===== src/rtl/sipo.sv =====
// Serial-in, parallel-out deserializer with an optional input delay pipe.
// Words align to a sync marker travelling with the MSB and are presented with a one-cycle valid strobe.
module sipo #(
    parameter int WIDTH      = 50,
    parameter int EXTRA_BITS = 25
) (
    input  logic             clk,
    input  logic             rst,
    input  logic             sync,
    input  logic             data_in,
    output logic [WIDTH-1:0] data_out,
    output logic             valid,
    output logic             aligned,
    output logic             realign
);

    localparam int CW = (WIDTH > 1) ? $clog2(WIDTH) : 1;

    typedef enum logic {
        HUNT,
        SHIFT
    } state_t;

    state_t state, state_n;
    logic   s, d;

    generate
        if (WIDTH < 1 || EXTRA_BITS < 0) begin : g_bad_param
            initial begin
                $display("sipo: illegal parameters WIDTH=%0d EXTRA_BITS=%0d", WIDTH, EXTRA_BITS);
                $finish;
            end
            assign s = 1'b0;
            assign d = 1'b0;
        end else if (EXTRA_BITS == 0) begin : g_no_pipe
            assign s = sync;
            assign d = data_in;
        end else begin : g_pipe
            (* altera_attribute = "-name AUTO_SHIFT_REGISTER_RECOGNITION OFF", shreg_extract = "no" *)
            logic [EXTRA_BITS-1:0] ps, pd;
            logic [EXTRA_BITS:0]   ps_cat, pd_cat;

            assign ps_cat = {ps, sync};
            assign pd_cat = {pd, data_in};

            // Only the sync lane is cleared; stale data bits are harmless without a marker.
            always_ff @(posedge clk) begin
                if (rst) begin
                    ps <= '0;
                end else begin
                    ps <= ps_cat[EXTRA_BITS-1:0];
                end
                pd <= pd_cat[EXTRA_BITS-1:0];
            end

            assign s = ps[EXTRA_BITS-1];
            assign d = pd[EXTRA_BITS-1];
        end
    endgenerate

    (* altera_attribute = "-name AUTO_SHIFT_REGISTER_RECOGNITION OFF", shreg_extract = "no" *)
    logic [WIDTH-1:0] sh;
    logic [WIDTH-1:0] sh_n, data_out_n, sh_shift;
    logic [WIDTH:0]   sh_cat;
    logic [CW-1:0]    bitcnt, bitcnt_n;
    logic             valid_n, realign_n;
    logic             take, first, last;

    assign sh_cat   = {sh, d};
    assign sh_shift = sh_cat[WIDTH-1:0];

    always_comb begin
        state_n    = state;
        sh_n       = sh;
        bitcnt_n   = bitcnt;
        data_out_n = data_out;
        valid_n    = 1'b0;
        realign_n  = 1'b0;
        take       = 1'b0;
        first      = 1'b0;
        last       = 1'b0;

        case (state)
            HUNT: begin
                if (s) begin
                    state_n = SHIFT;
                    sh_n    = WIDTH'(d);
                    take    = 1'b1;
                    first   = 1'b1;
                    last    = (WIDTH == 1);
                end
            end
            SHIFT: begin
                take = 1'b1;
                if (s && bitcnt != '0) begin
                    // Marker mid-word: drop the partial word and restart on this bit.
                    sh_n      = WIDTH'(d);
                    realign_n = 1'b1;
                    first     = 1'b1;
                    last      = (WIDTH == 1);
                end else begin
                    sh_n = sh_shift;
                    last = (bitcnt == CW'(WIDTH - 1));
                end
            end
            default: state_n = HUNT;
        endcase

        if (take) begin
            if (last) begin
                data_out_n = sh_n;
                valid_n    = 1'b1;
                bitcnt_n   = '0;
            end else if (first) begin
                bitcnt_n = CW'(1);
            end else begin
                bitcnt_n = bitcnt + CW'(1);
            end
        end
    end

    always_ff @(posedge clk) begin
        if (rst) begin
            state    <= HUNT;
            sh       <= '0;
            bitcnt   <= '0;
            data_out <= '0;
            valid    <= 1'b0;
            realign  <= 1'b0;
        end else begin
            state    <= state_n;
            sh       <= sh_n;
            bitcnt   <= bitcnt_n;
            data_out <= data_out_n;
            valid    <= valid_n;
            realign  <= realign_n;
        end
    end

    assign aligned = (state == SHIFT);

endmodule


===== config.mk =====
export PLATFORM = sky130hd
export DESIGN_NAME = sipo
export DESIGN_NICKNAME = d
export VERILOG_FILES = /design/src/rtl/sipo.sv
export SDC_FILE = /design/constraint.sdc
export NUM_CORES = 1
export LEC_CHECK = 0
export ABC_AREA = 1
export CAP_MARGIN = 20
export CORE_AREA = 8 8 119 121
export CTS_CLUSTER_DIAMETER = 60
export CTS_CLUSTER_SIZE = 12
export DETAILED_ROUTE_END_ITERATION = 8
export DIE_AREA = 0 0 127 129
export HOLD_SLACK_MARGIN = 0.08
export PLACE_DENSITY_LB_ADDON = 0.2
export REMOVE_ABC_BUFFERS = 1
export SKIP_CTS_REPAIR_TIMING = 1
export SYNTH_ARGS = -nofsm -noshare
export SYNTH_HDL_FRONTEND = slang
export SYNTH_SLANG_ARGS = --single-unit

===== constraint.sdc =====
create_clock -name clk -period 2.2 [get_ports clk]
set_input_delay 0.44 -clock clk [delete_from_list [all_inputs] [get_ports clk]]
set_output_delay 0.44 -clock clk [all_outputs]
set_load 0.05 [all_outputs]

==> results.txt <==
Flow results are below.

- The run finished with clean final reports.
- Max-cap violations in this run came to 0.
- The clock network latency to the later pin of the worst-skew pair is 0.41 ns, for reference.
- The number of signal-net buffers in the layout is 67, for reference.
- The timing report gives the worst reg2reg path a setup slack of 0.41 ns.
- Timing would allow up to 493.8 MHz.
- Along the critical path, the tally of buffer and inverter instances is 1.
- Of all flip-flops after synthesis, the portion carrying an async set or reset was 0%.
- The number of warnings issued by yosys is 0, for reference.
- The total global-route track usage is 15.15%, for reference.
- Prior to clock tree synthesis, the placed netlist has a worst setup slack of 0.4549 ns.
- Power spread over the standard cell area amounts to 815.6 nW/µm².
- Sequential cells make up 43.97% of the cell area.
- The largest total area in the synthesized netlist belongs to sky130_fd_sc_hd__dfxtp_1.
- Looking at the VDD voltage map, the peak drop is 0.4710 mV.
- The sum of routed wire segments on met1 is 5.432 mm, for reference.
- The data arrival time reported for the critical path is 1.58 ns.
- After floorplanning, the core was divided into 41 placement rows.
- Setup repair after global routing left no endpoint under its margin.
- For this run, the detailed router's first-pass iteration total came to 5.
- The layout report lists the multi-input gate area as 2092 µm².
- The clock sink count is 159, for reference.
- In the layout the tool counted multi-input logic cells amounting to 469.
- Per the cell usage report, the commonest logic cells after layout are sky130_fd_sc_hd__nand2_1, sky130_fd_sc_hd__dfxtp_1, sky130_fd_sc_hd__inv_1, sky130_fd_sc_hd__nor2_1, sky130_fd_sc_hd__nand3_1.
- The congestion estimate from routability-driven global placement came to 0.7667.
- The OpenROAD warning count is 29, for reference.
- The routed design has 11.78 mm of wire.
- Multi-input logic gates represent a cell area share of 28.87%.
power breakdown:
part           internal [µW]  total, µW  leakage [µW]  switching [µW]
Sequential              2910       2910       0.00129            5.16
Combinational           9.29       50.4       0.00164            41.1
Clock                   1880       2950      0.000297            1070
cell families after synthesis:
family / Yosys count / synth area share, %
simple gates: 408 / 29.18
fa+ha+maj: 3 / 0.6240
compound gates: 57 / 4.742
flops: 159 / 52.91
xor+xnor: 1 / 0.1456
buf+inv: 181 / 12.40
per-stage QoR:
step,instance area [µm²],power (µW)
5_1_grt,7247,6091
3_5_place_dp,6653,3025
3_3_place_gp,6653,3023
4_1_cts,7247,5972
2_1_floorplan,5758,2987
6_report,7247,5911
metal layers:
metal	vias up	global-route usage [%]
met2	117	24.84
li1	2574	-
met3	25	4.096
met4	0	7.628
met1	2257	18.01
met5	-	0
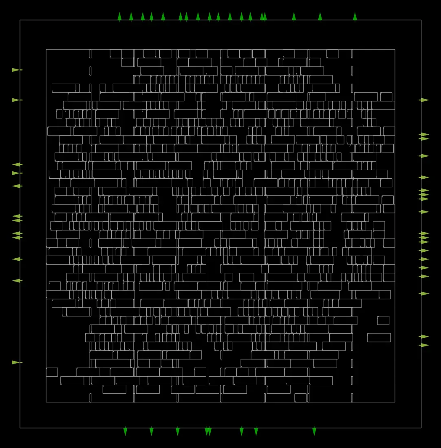
Figure 1: placed standard cells.
number of tap cells inserted: 150
Core Box Area: 12,310 µm²
share of the core filled with cells: 58.86%

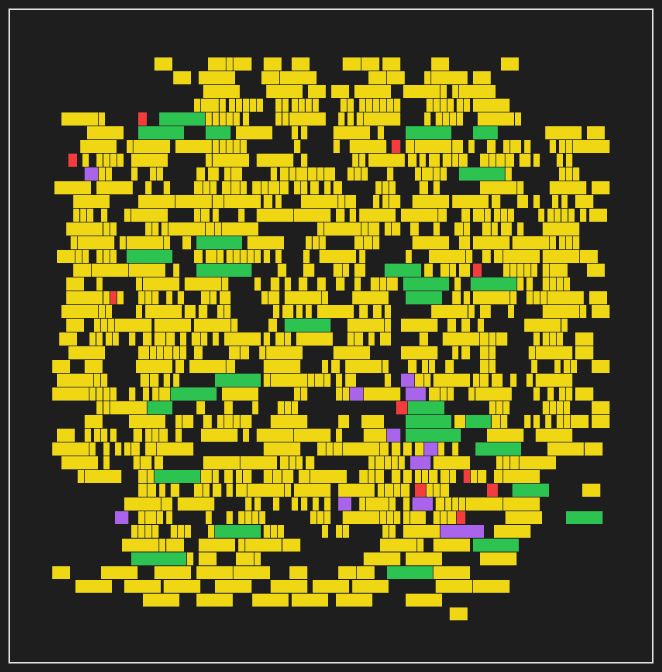
Figure 2: sizing map.
legend:
  yellow:
    size: x1 and smaller
    cells: 804
    share: 94%
  green:
    size: x6 and larger
    cells: 29
    share: 3.4%
  purple:
    size: x3 and x4
    cells: 11
    share: 1.3%
  red:
    size: x2
    cells: 10
    share: 1.2%

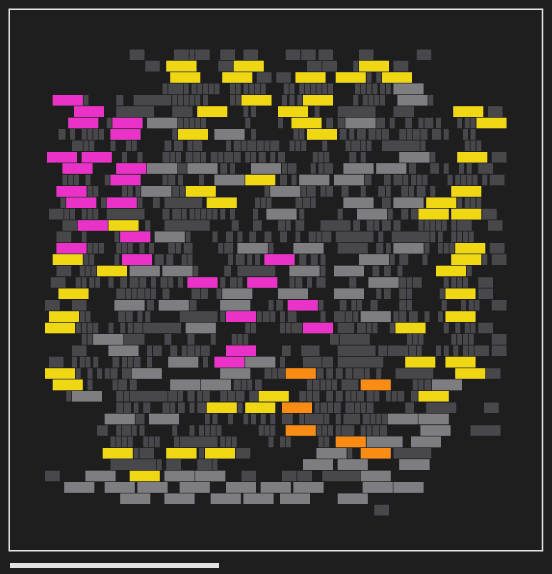
Figure 3: sequential cells coloured by netlist name.
The bar under the picture is 50 µm long.
legend:
  yellow:
    signal: `data_out`
    sequential_cells: 50
    where: widely spread
  orange:
    signal: `bitcnt`
    sequential_cells: 6
    where: bottom centre
  magenta:
    signal: `g_pipe.ps`
    sequential_cells: 25

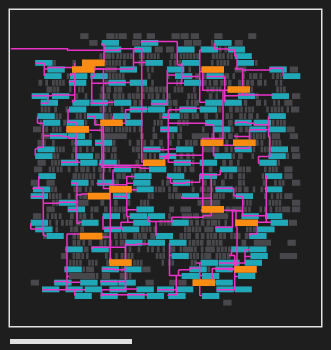
Figure 4: clock network drawn from the DEF.
The bar under the picture is 50 µm long.
legend:
  cyan:
    item: flip-flops
    count: 159
  orange:
    item: clock-net drivers
    count: 17
  magenta:
    item: clock wires
    length: 1,780 µm
flops lie: widely spread

Power is estimated from default activity; no workload was simulated.
